$ cat src/rtl/bounce_shifter.sv
// bounce_shifter: prescaled WIDTH-bit pattern that bounces between the ends or rotates, with load/hold.
module bounce_shifter #(
  parameter int WIDTH = 18,
  parameter int DIV_W = 8,
  parameter logic [WIDTH-1:0] INIT = WIDTH'(1)
) (
  input  logic             clk,
  input  logic             R,
  input  logic             en,
  input  logic [1:0]       mode,
  input  logic             load,
  input  logic [WIDTH-1:0] din,
  input  logic [DIV_W-1:0] div,
  output logic [WIDTH-1:0] q,
  output logic             dir,
  output logic             step,
  output logic             edge_hit
);
  logic [DIV_W-1:0] cnt;
  logic             tick, blocked, new_dir, free;
  logic [WIDTH-1:0] q_n;
  logic             dir_n, step_n, edge_n;
  always_comb begin
    tick    = en && (cnt >= div);
    blocked = dir ? q[0] : q[WIDTH-1];
    new_dir = dir ^ blocked;
    free    = new_dir ? !q[0] : !q[WIDTH-1];
    q_n     = q;
    dir_n   = dir;
    step_n  = 1'b0;
    edge_n  = 1'b0;
    case (mode)
      2'b01: begin
        q_n    = {q[WIDTH-2:0], q[WIDTH-1]};
        dir_n  = 1'b0;
        step_n = 1'b1;
      end
      2'b10: begin
        q_n    = {q[0], q[WIDTH-1:1]};
        dir_n  = 1'b1;
        step_n = 1'b1;
      end
      2'b00: if (|q) begin
        // a reversal shifts in the new direction on the same tick unless both ends are occupied
        dir_n  = new_dir;
        edge_n = blocked;
        step_n = free;
        q_n    = !free ? q : new_dir ? {1'b0, q[WIDTH-1:1]} : {q[WIDTH-2:0], 1'b0};
      end
      default: ;
    endcase
  end
  always_ff @(posedge clk or posedge R)
    if (R) begin
      q        <= INIT;
      dir      <= 1'b0;
      cnt      <= '0;
      step     <= 1'b0;
      edge_hit <= 1'b0;
    end else if (load) begin
      q        <= din;
      dir      <= 1'b0;
      cnt      <= '0;
      step     <= 1'b0;
      edge_hit <= 1'b0;
    end else begin
      step     <= tick && step_n;
      edge_hit <= tick && edge_n;
      if (en) begin
        cnt <= tick ? '0 : cnt + DIV_W'(1);
        if (tick) begin
          q   <= q_n;
          dir <= dir_n;
        end
      end
    end
endmodule

$ cat config.mk
export PLATFORM = sky130hd
export DESIGN_NAME = bounce_shifter
export DESIGN_NICKNAME = d
export VERILOG_FILES = /design/src/rtl/bounce_shifter.sv
export SDC_FILE = /design/constraint.sdc
export NUM_CORES = 1
export LEC_CHECK = 0
export ABC_AREA = 1
export CAP_MARGIN = 0
export CORE_UTILIZATION = 54
export DETAILED_ROUTE_END_ITERATION = 10
export PLACE_DENSITY_LB_ADDON = 0.05
export SYNTH_ARGS = -nofsm -noshare
export SYNTH_HDL_FRONTEND = slang
export SYNTH_SLANG_ARGS = --single-unit
$ cat constraint.sdc
create_clock -name clk -period 5.68 [get_ports clk]
set_clock_uncertainty 0.2 [all_clocks]
set_input_delay 1.136 -clock clk [delete_from_list [all_inputs] [get_ports clk]]
set_output_delay 1.136 -clock clk [all_outputs]
set_load 0.02 [all_outputs]
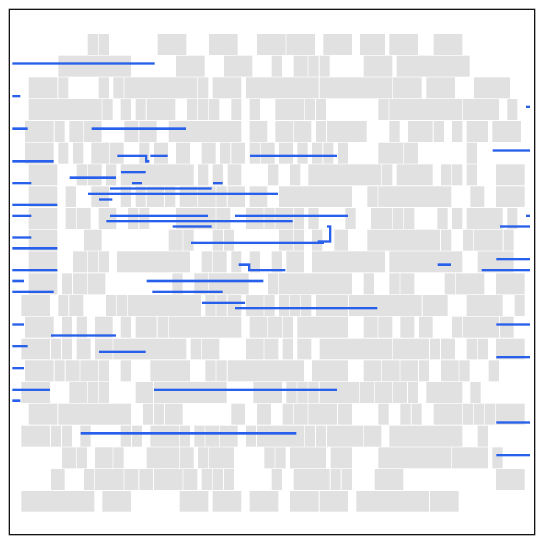
Figure 1: signal wires on met3.
Drawn at 8 px/µm.
nets with wire on the layer: 50
longest straight run: 26.7 µm
main direction: horizontal
share of all routed wire: 6.6%
wire length on this layer: 359 µm

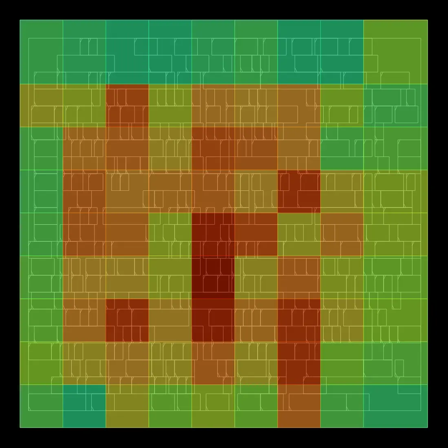
Figure 2: congestion heat map.
met2 usage: 48.5%
global-route usage over all layers: 27.9%
Post-Route Utilization: 73.2%

==> flow_results.xml <==
<?xml version="1.0" encoding="UTF-8"?>
<metrics>
  <group name="sta">
    <metric name="timing_worst_slew_pin_value" unit="ns">1.12</metric>
    <metric name="worst_case_headroom_to_the_max_slew_limit" unit="%">25.4</metric>
    <metric name="report.final.setup_viol" unit="">0</metric>
  </group>
  <group name="synthesis">
    <metric name="synth_flops" unit="">29</metric>
    <metric name="netlist_top_cells_area" unit="">sky130_fd_sc_hd__dfrtp_1 (32%), sky130_fd_sc_hd__nand2_1 (16%), sky130_fd_sc_hd__nand4_1 (8.0%)</metric>
    <metric name="yosys-stat-cells" unit="">308</metric>
    <metric name="synth-edff-count" unit="">0</metric>
    <metric name="top_area_share" unit="%">32.2</metric>
    <metric name="synthArstFlopShare" unit="%">100</metric>
    <metric name="post_synth_inst_count" unit="">308</metric>
    <metric name="adder_share" unit="%">7.47</metric>
  </group>
  <group name="final_layout">
    <metric name="final_nets" unit="">400</metric>
    <metric name="filler_cell_count" unit="">333</metric>
    <metric name="lay_top_count" unit="">sky130_fd_sc_hd__nand2_1</metric>
    <metric name="diodes" unit="">0</metric>
    <metric name="logic_gate_count" unit="">232</metric>
  </group>
  <group name="clock_network">
    <metric name="clock.latency.late_pin" unit="ns">0.29</metric>
    <metric name="path_clk_slew" unit="ns">0.07</metric>
    <metric name="cts_setup_buffers" unit="">0</metric>
    <metric name="cts_root_buf" unit="">sky130_fd_sc_hd__clkbuf_8</metric>
    <metric name="max-clock-path-buffers" unit="">2</metric>
    <metric name="ctsHtreeMaxLevel" unit="">2</metric>
  </group>
  <group name="detailed_routing">
    <metric name="wl_met3" unit="µm">359</metric>
    <metric name="wl_met1" unit="mm">2.29</metric>
    <metric name="post_route_antenna_net_violation_count" unit="">0</metric>
  </group>
  <group name="global_routing">
    <metric name="use_met3" unit="%">4.69</metric>
  </group>
  <group name="worst_setup_path">
    <metric name="crit_required" unit="ns">5.65</metric>
    <metric name="worst_setup_path_startpoint" unit="">load</metric>
    <metric name="cp_top_family" unit="">buffers and inverters</metric>
    <metric name="cp-endpoint" unit="">q[17]</metric>
    <metric name="setup.worst_path.class" unit="">input pin to flop</metric>
  </group>
  <group name="die">
    <metric name="pin_count" unit="">53</metric>
    <metric name="chip_area" unit="mm²">0.00429</metric>
  </group>
  <group name="power_and_ir_drop">
    <metric name="power_frac_seq" unit="%">40.1</metric>
    <metric name="clock_power_share" unit="%">25.2</metric>
  </group>
  <group name="hold_path">
    <metric name="min-delay-path-class" unit="">flop to flop</metric>
    <metric name="timing.hold.worst_endpoint" unit="">q[2]</metric>
  </group>
  <group name="placement">
    <metric name="placed_cells" unit="">396</metric>
    <metric name="io_buffers" unit="">52</metric>
    <metric name="post-place-ws" unit="ns">2.18</metric>
  </group>
  <group name="outcome">
    <metric name="run_status" unit="">finished, final reports clean</metric>
  </group>
  <group name="run">
    <metric name="warnings" unit="">29</metric>
  </group>
</metrics>
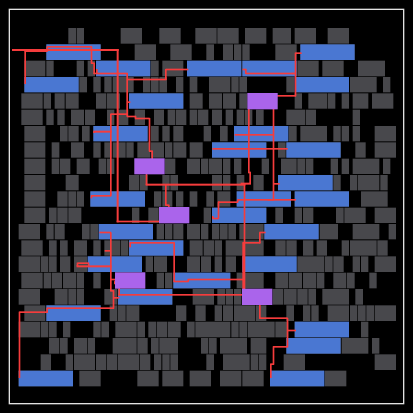
Figure 3: routed clock nets over the placement.
Drawn at 6 px/µm.
[clock-net drivers] purple | count: 5
[flip-flops] blue | count: 29
[clock wires] red | length: 430 µm
flops lie: all over the die
routed clock nets: 6

